Fig. 1: the metal 3 layer
Cells faint in the background.
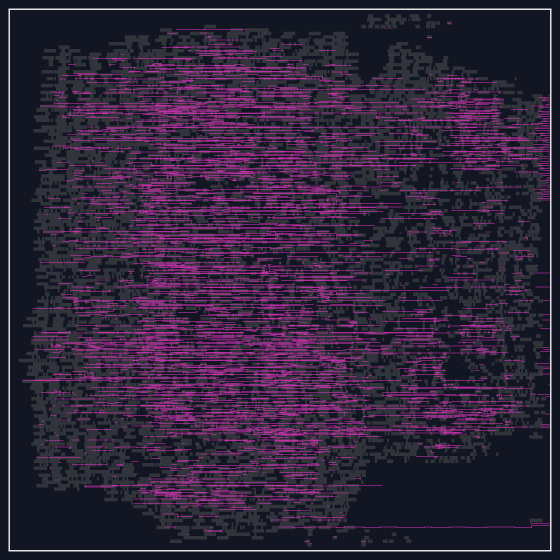
Fig. 2: clock distribution
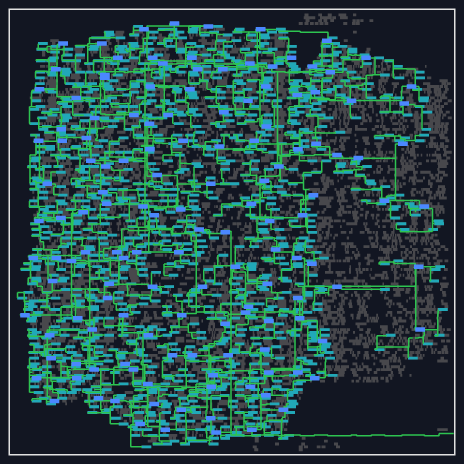
Fig. 3: routing congestion
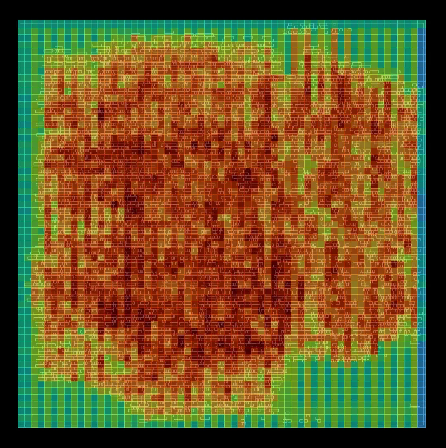
===== config.mk =====
export PLATFORM = sky130hd
export DESIGN_NAME = mips_mc_core_flat
export DESIGN_NICKNAME = d
export VERILOG_FILES = /design/src/rtl/mips_mc_pkg.sv /design/src/rtl/mips_mc_if.sv /design/src/rtl/mips_regfile.sv /design/src/rtl/mips_mc_core.sv /design/src/flat_wrapper.sv
export SDC_FILE = /design/constraint.sdc
export NUM_CORES = 2
export LEC_CHECK = 0
export CAP_MARGIN = 20
export CORE_MARGIN = 2
export CORE_UTILIZATION = 40
export CTS_BUF_LIST = sky130_fd_sc_hd__clkbuf_16
export CTS_CLUSTER_SIZE = 14
export DETAILED_ROUTE_END_ITERATION = 7
export GPL_TIMING_DRIVEN = 0
export PLACE_DENSITY = 0.63
export SYNTH_ARGS = -nofsm -noshare
export SYNTH_HDL_FRONTEND = slang
export SYNTH_SLANG_ARGS = --single-unit

===== constraint.sdc =====
create_clock -name clk -period 4.2 [get_ports clk]
set_clock_uncertainty 0.05 [all_clocks]
set_input_delay 1.26 -clock clk [delete_from_list [all_inputs] [get_ports clk]]
set_output_delay 1.26 -clock clk [all_outputs]
set_load 0.005 [all_outputs]

===== src/rtl/mips_mc_pkg.sv =====
// mips_mc_pkg: shared constants and types for the multi-cycle MIPS core.
// Opcodes, funct codes, FSM state and ALU operation encodings.
package mips_mc_pkg;

    localparam logic [5:0] OP_RTYPE = 6'h00;
    localparam logic [5:0] OP_J     = 6'h02;
    localparam logic [5:0] OP_BEQ   = 6'h04;
    localparam logic [5:0] OP_ADDI  = 6'h08;
    localparam logic [5:0] OP_LW    = 6'h23;
    localparam logic [5:0] OP_SW    = 6'h2B;

    localparam logic [5:0] FN_SYSCALL = 6'h0C;
    localparam logic [5:0] FN_ADD     = 6'h20;
    localparam logic [5:0] FN_SUB     = 6'h22;
    localparam logic [5:0] FN_AND     = 6'h24;
    localparam logic [5:0] FN_OR      = 6'h25;
    localparam logic [5:0] FN_SLT     = 6'h2A;

    typedef enum logic [3:0] {
        FETCH  = 4'd0,
        DECODE = 4'd1,
        MEMADR = 4'd2,
        MEMRD  = 4'd3,
        MEMWB  = 4'd4,
        MEMWR  = 4'd5,
        EXEC   = 4'd6,
        ALUWB  = 4'd7,
        BRANCH = 4'd8,
        ADDIEX = 4'd9,
        ADDIWB = 4'd10,
        JUMP   = 4'd11,
        HALT   = 4'd12
    } state_t;

    typedef enum logic [2:0] {
        ALU_ADD,
        ALU_SUB,
        ALU_AND,
        ALU_OR,
        ALU_SLT
    } alu_op_t;

    function automatic logic [31:0] sext16(input logic [15:0] v);
        return {{16{v[15]}}, v};
    endfunction

endpackage


===== src/rtl/mips_mc_if.sv =====
// mips_mc_if: shared instruction/data memory port with req/ready handshake.
// The core is the master; the memory model is the slave.
interface mips_mc_if;
    import mips_mc_pkg::*;

    logic        mem_req;
    logic        mem_we;
    logic [31:0] mem_addr;
    logic [31:0] mem_wdata;
    logic        mem_ready;
    logic [31:0] mem_rdata;

    modport master (
        output mem_req, mem_we, mem_addr, mem_wdata,
        input  mem_ready, mem_rdata
    );

    modport slave (
        input  mem_req, mem_we, mem_addr, mem_wdata,
        output mem_ready, mem_rdata
    );

endinterface


===== src/rtl/mips_regfile.sv =====
// mips_regfile: 32x32 register file, two async read ports, one write port.
// $0 reads as zero and ignores writes; $29 resets to the stack pointer.
module mips_regfile
    import mips_mc_pkg::*;
#(
    parameter logic [31:0] SP_INIT = 32'h0000_3FFC
) (
    input  logic        clk,
    input  logic        rst_n,
    input  logic        i_we,
    input  logic [4:0]  i_waddr,
    input  logic [31:0] i_wdata,
    input  logic [4:0]  i_raddr1,
    input  logic [4:0]  i_raddr2,
    output logic [31:0] o_rdata1,
    output logic [31:0] o_rdata2
);

    logic [31:0] r_regs [32];

    always_ff @(posedge clk or negedge rst_n) begin
        if (!rst_n) begin
            for (int i = 0; i < 32; i++)
                r_regs[i] <= (i == 29) ? SP_INIT : 32'h0;
        end else if (i_we && (i_waddr != 5'd0)) begin
            r_regs[i_waddr] <= i_wdata;
        end
    end

    assign o_rdata1 = (i_raddr1 == 5'd0) ? 32'h0 : r_regs[i_raddr1];
    assign o_rdata2 = (i_raddr2 == 5'd0) ? 32'h0 : r_regs[i_raddr2];

endmodule


===== src/rtl/mips_mc_core.sv =====
// mips_mc_core: multi-cycle MIPS32-subset core on a shared memory port.
// Each instruction walks a sequence of FSM states; ALU and FSM are inline.
module mips_mc_core
    import mips_mc_pkg::*;
#(
    parameter logic [31:0] RESET_PC        = 32'h0000_0000,
    parameter logic [31:0] SP_INIT         = 32'h0000_3FFC,
    parameter bit          HALT_ON_SYSCALL = 1'b1
) (
    input  logic        clk,
    input  logic        reset,
    mips_mc_if.master   bus,
    output logic [31:0] pc,
    output logic        halted,
    output logic        illegal,
    output logic [3:0]  dbg_state
);

    state_t      r_state, w_next;
    logic [31:0] r_pc, r_ir, r_a, r_b, r_aluout, r_mdr;
    logic        r_illegal, w_illegal_set;

    logic [5:0]  w_op, w_fn;
    logic [4:0]  w_rs, w_rt, w_rd;
    logic [31:0] w_imm, w_ea, w_alu_y;
    logic [31:0] w_rs_val, w_rt_val;
    alu_op_t     w_alu_op;
    logic        w_fn_ok;

    logic        w_access, w_we;
    logic [31:0] w_addr;
    logic        w_rf_we;
    logic [4:0]  w_rf_waddr;
    logic [31:0] w_rf_wdata;

    assign w_op  = r_ir[31:26];
    assign w_rs  = r_ir[25:21];
    assign w_rt  = r_ir[20:16];
    assign w_rd  = r_ir[15:11];
    assign w_fn  = r_ir[5:0];
    assign w_imm = sext16(r_ir[15:0]);
    assign w_ea  = r_a + w_imm;

    mips_regfile #(.SP_INIT(SP_INIT)) u_rf (
        .clk      (clk),
        .rst_n    (reset),
        .i_we     (w_rf_we),
        .i_waddr  (w_rf_waddr),
        .i_wdata  (w_rf_wdata),
        .i_raddr1 (w_rs),
        .i_raddr2 (w_rt),
        .o_rdata1 (w_rs_val),
        .o_rdata2 (w_rt_val)
    );

    always_comb begin
        w_alu_op = ALU_ADD;
        w_fn_ok  = 1'b1;
        unique case (1'b1)
            (w_fn == FN_ADD): w_alu_op = ALU_ADD;
            (w_fn == FN_SUB): w_alu_op = ALU_SUB;
            (w_fn == FN_AND): w_alu_op = ALU_AND;
            (w_fn == FN_OR):  w_alu_op = ALU_OR;
            (w_fn == FN_SLT): w_alu_op = ALU_SLT;
            default:          w_fn_ok  = 1'b0;
        endcase
    end

    always_comb begin
        w_alu_y = r_a + r_b;
        case (w_alu_op)
            ALU_SUB: w_alu_y = r_a - r_b;
            ALU_AND: w_alu_y = r_a & r_b;
            ALU_OR:  w_alu_y = r_a | r_b;
            ALU_SLT: w_alu_y = {31'd0, $signed(r_a) < $signed(r_b)};
            default: ;
        endcase
    end

    always_comb begin
        w_next        = r_state;
        w_illegal_set = 1'b0;
        w_access      = 1'b0;
        w_we          = 1'b0;
        w_addr        = r_pc;
        w_rf_we       = 1'b0;
        w_rf_waddr    = w_rt;
        w_rf_wdata    = r_aluout;
        unique case (r_state)
            FETCH: begin
                w_access = 1'b1;
                if (bus.mem_ready) w_next = DECODE;
            end
            DECODE: begin
                unique case (1'b1)
                    (w_op == OP_LW) || (w_op == OP_SW):
                        w_next = MEMADR;
                    (w_op == OP_RTYPE) && (w_fn == FN_SYSCALL):
                        w_next = HALT_ON_SYSCALL ? HALT : FETCH;
                    (w_op == OP_RTYPE) && w_fn_ok:
                        w_next = EXEC;
                    (w_op == OP_BEQ):  w_next = BRANCH;
                    (w_op == OP_ADDI): w_next = ADDIEX;
                    (w_op == OP_J):    w_next = JUMP;
                    default: begin
                        w_next        = HALT;
                        w_illegal_set = 1'b1;
                    end
                endcase
            end
            MEMADR: begin
                // a misaligned address never reaches the bus
                if (w_ea[1:0] != 2'b00) begin
                    w_next        = HALT;
                    w_illegal_set = 1'b1;
                end else begin
                    w_next = (w_op == OP_SW) ? MEMWR : MEMRD;
                end
            end
            MEMRD: begin
                w_access = 1'b1;
                w_addr   = r_aluout;
                if (bus.mem_ready) w_next = MEMWB;
            end
            MEMWB: begin
                w_rf_we    = 1'b1;
                w_rf_wdata = r_mdr;
                w_next     = FETCH;
            end
            MEMWR: begin
                w_access = 1'b1;
                w_we     = 1'b1;
                w_addr   = r_aluout;
                if (bus.mem_ready) w_next = FETCH;
            end
            EXEC:   w_next = ALUWB;
            ALUWB: begin
                w_rf_we    = 1'b1;
                w_rf_waddr = w_rd;
                w_next     = FETCH;
            end
            BRANCH: w_next = FETCH;
            ADDIEX: w_next = ADDIWB;
            ADDIWB: begin
                w_rf_we = 1'b1;
                w_next  = FETCH;
            end
            JUMP:   w_next = FETCH;
            HALT:   ;
            default: begin
                w_next        = HALT;
                w_illegal_set = 1'b1;
            end
        endcase
    end

    always_ff @(posedge clk or negedge reset) begin
        if (!reset) begin
            r_state   <= FETCH;
            r_illegal <= 1'b0;
        end else begin
            r_state <= w_next;
            if (w_illegal_set) r_illegal <= 1'b1;
        end
    end

    always_ff @(posedge clk or negedge reset) begin
        if (!reset) begin
            r_pc     <= RESET_PC;
            r_ir     <= 32'h0;
            r_a      <= 32'h0;
            r_b      <= 32'h0;
            r_aluout <= 32'h0;
            r_mdr    <= 32'h0;
        end else begin
            case (r_state)
                FETCH: if (bus.mem_ready) begin
                    r_ir <= bus.mem_rdata;
                    r_pc <= r_pc + 32'd4;
                end
                DECODE: begin
                    r_a      <= w_rs_val;
                    r_b      <= w_rt_val;
                    r_aluout <= r_pc + (w_imm << 2);
                end
                MEMADR, ADDIEX: r_aluout <= w_ea;
                MEMRD: if (bus.mem_ready) r_mdr <= bus.mem_rdata;
                EXEC:   r_aluout <= w_alu_y;
                BRANCH: if (r_a == r_b) r_pc <= r_aluout;
                JUMP:   r_pc <= {r_pc[31:28], r_ir[25:0], 2'b00};
                default: ;
            endcase
        end
    end

    // reset forces the bus idle even though the state already reads FETCH
    assign bus.mem_req   = w_access & reset;
    assign bus.mem_we    = w_we & reset;
    assign bus.mem_addr  = reset ? w_addr : 32'h0;
    assign bus.mem_wdata = (reset && w_we) ? r_b : 32'h0;

    assign pc        = r_pc;
    assign halted    = (r_state == HALT);
    assign illegal   = r_illegal;
    assign dbg_state = r_state;

endmodule

===== src/flat_wrapper.sv =====
// flat-port wrapper written by rule: the top's interface ports become plain ports
module mips_mc_core_flat import mips_mc_pkg::*;
#(
    parameter logic [31:0] RESET_PC        = 32'h0000_0000,
    parameter logic [31:0] SP_INIT         = 32'h0000_3FFC,
    parameter bit          HALT_ON_SYSCALL = 1'b1
)
  (clk, reset, pc, halted, illegal, dbg_state, bus_mem_req, bus_mem_we, bus_mem_addr, bus_mem_wdata, bus_mem_ready, bus_mem_rdata);
  mips_mc_if bus_i ();
  input  logic clk;
  input  logic reset;
  output logic [31:0] pc;
  output logic halted;
  output logic illegal;
  output logic [3:0] dbg_state;
  output wire logic [$bits(bus_i.mem_req)-1:0] bus_mem_req;
  output wire logic [$bits(bus_i.mem_we)-1:0] bus_mem_we;
  output wire logic [$bits(bus_i.mem_addr)-1:0] bus_mem_addr;
  output wire logic [$bits(bus_i.mem_wdata)-1:0] bus_mem_wdata;
  input wire logic [$bits(bus_i.mem_ready)-1:0] bus_mem_ready;
  input wire logic [$bits(bus_i.mem_rdata)-1:0] bus_mem_rdata;
  assign bus_mem_req = bus_i.mem_req;
  assign bus_mem_we = bus_i.mem_we;
  assign bus_mem_addr = bus_i.mem_addr;
  assign bus_mem_wdata = bus_i.mem_wdata;
  assign bus_i.mem_ready = bus_mem_ready;
  assign bus_i.mem_rdata = bus_mem_rdata;
  mips_mc_core #(.RESET_PC(RESET_PC), .SP_INIT(SP_INIT), .HALT_ON_SYSCALL(HALT_ON_SYSCALL)) u_core (.clk(clk), .reset(reset), .bus(bus_i), .pc(pc), .halted(halted), .illegal(illegal), .dbg_state(dbg_state));
endmodule

==> flow_summary_export.csv <==
group,metric,value,unit
status,status,"complete, but fails checks",
status,failed_checks,"negative setup slack",
worst_setup_path,crit_path_end_kind,"flip-flop",
synthesis,synth_cells,6739,
power_and_ir_drop,pwr-share-comb,0.589,
final_timing,rsz0062_at_grt,"yes",
worst_setup_path,cp.required,4.84,ns
synthesis,syn_area_per_cell,10.4,µm²
synthesis,fp_nets,6935,
synthesis,top_cells_by_count,"dfrtp_1 (1209), a21oi_1 (1142), nor2_1 (1120)",
worst_setup_path,crit-reg2reg-launch,"u_core.r_ir[22]$_DFFE_PN0P_",
synthesis,synth-main-ff-cell,"dfrtp_1",
die,io_pins,139,
synthesis,xor_share,0.00864,
routing,antenna_left,0,
clocking,root_buffer,"clkbuf_16",
power_and_ir_drop,vdd_ir_drop_max,0.612,mV
worst_setup_path,critPathLaunchType,"flip-flop",
final_timing,slew_headroom,0.111,
global_routing,use_met3,0.143,
synthesis,synth_area,0.0700,mm²
power_and_ir_drop,power_leakage,34.5,nW
finish,final_cells,9573,
place,placedCellCount,9264,
power_and_ir_drop,power_density,1040,mW/mm²
finish,mostFrequentLayoutCells,"dfrtp_1 (1204), a21oi_1 (1133), nor2_1 (1102)",
power_and_ir_drop,power_switching_share,0.504,
final_timing,max_freq,228,MHz
synthesis,ys_cells,6739,
job,tool_warnings,122,
synthesis,fa_ha_area_frac,0.0292,
final_timing,period_used_share,1.04,
final_timing,min_period,4.39,ns
worst_setup_path,rr_endpoint,"u_core.r_a[21]$_DFFE_PN0P_",
synthesis,area_leaders,"dfrtp_1 (43%), mux4_2 (17%), a21oi_1 (8.2%), nor2_1 (6.0%), ha_1 (2.8%)",
clocking,cts_setup_buffers,10,
final_timing,setup_slack,-0.186,ns
synthesis,yosys.area_share.aoi,0.163,
power_and_ir_drop,seq-power,0.0223,W
worst_hold_path,hold_class,"primary input to asynchronous set/reset pin",
worst_setup_path,crit_start,"u_core.r_ir[22]$_DFFE_PN0P_",
synthesis,simple_gate_share,0.105,
synthesis,top_area_frac,0.432,
routing,drtPass1Iterations,7,
die,core-area,0.174,mm²
synthesis,mux_area_frac,0.213,
die,die_w,422,µm
die,die_y,422,µm
synthesis,edf_count,0,
final_timing,hold_viol,0,
clocking,cts_buffer_depth,3,
worst_setup_path,path_max_fanout,11,
synthesis,synthMostInstantiatedCell,"dfrtp_1",
worst_setup_path,endpoint,"u_core.r_a[21]$_DFFE_PN0P_",
power_and_ir_drop,power_switching,0.0423,W
synthesis,yosys_warnings,0,
clocking,hold_buffers,0,
clocking,cts_tree,"yes",
place,postPlaceCellArea,0.0754,mm²
routing,num_vias,63100,
power_and_ir_drop,intPower,0.0417,W
routing,wl_met2,150,mm
worst_setup_path,worstSetupPathType,"flip-flop to flip-flop",
global_routing,first_global_vias,61000,
global_routing,grt_use_met1,0.452,
clocking,cts_num_sinks,1221,
global_routing,antenna_found_initial,33,
place,io_buffers,138,
finish,fin_nets,7305,
worst_setup_path,crit_arrival,5.02,ns
synthesis,logic_family,"multiplexers",
power_and_ir_drop,pg_comb,0.0495,W
final_timing,totalNegativeSetupSlack,-2.22,ns
die,floorplan.core_util,0.402,
synthesis,synthArstFlopShare,1.00,
clocking,clk_pin_slew,0.06,ns
finish,layout_top_cell,"dfrtp_1",
synthesis,ys_types,91,
clocking,htreeDepth,4,
routing,drc,0,
final_timing,max_slew.worst_pin.slew,1.30,ns
routing,met1Wirelength,121,mm
final_timing,whs,0.328,ns
clocking,postCtsResizedCells,226,
routing,routed.top_layer,"met5",
routing,vias_per_cell,6.59,
power_and_ir_drop,pwr-share-seq,0.266,
finish,largest_reg_flops,1024,
final_timing,finalSetupViolCount,39,
About Fig. 1:
The longest straight run is 229 µm. 1359 nets have wire on it. The wires run mostly horizontal. The layer holds 12% of the routed length. The layer carries 42.7 mm of wire.

About Fig. 2:
Key: blue = clock drivers [count 141]; green = clock wires [length 17500 µm]; cyan = flip-flops [count 1221]
There are 142 routed clock nets.
clock share of power: 0.145
clk ins delay skew pair: 0.86 ns
Clock group: 0.0122 W

About Fig. 3:
Final Util: 0.466
met2 global-route usage: 0.564
Most Crowded Layer GR: met2

-- area by class of cell --
class / instances / area, µm² / share of cell area
flip-flops and latches: 1221 / 30600 / 0.377
plain buffers: 633 / 2820 / 0.0347
diodes: 24 / 60.1 / 0.000741
repair buffers: 232 / 2900 / 0.0357
clock buffers: 149 / 3730 / 0.0460
well taps: 2325 / 2910 / 0.0359
multi-input cells: 4752 / 36900 / 0.455
clock inverters: 109 / 679 / 0.00838
inverters: 128 / 480 / 0.00593
-- worst max-delay path, cell delays in order, from the launching register on --
cell and delay, ns:
dfrtp_1 0.55, buf_2 0.39, buf_2 0.34, buf_2 0.65
clkbuf_1 0.73, mux4_2 0.42, mux2_2 0.27, o22ai_1 0.64
o32ai_1 0.15
Power figures rest on the tool's default switching activity, not on a simulated workload.
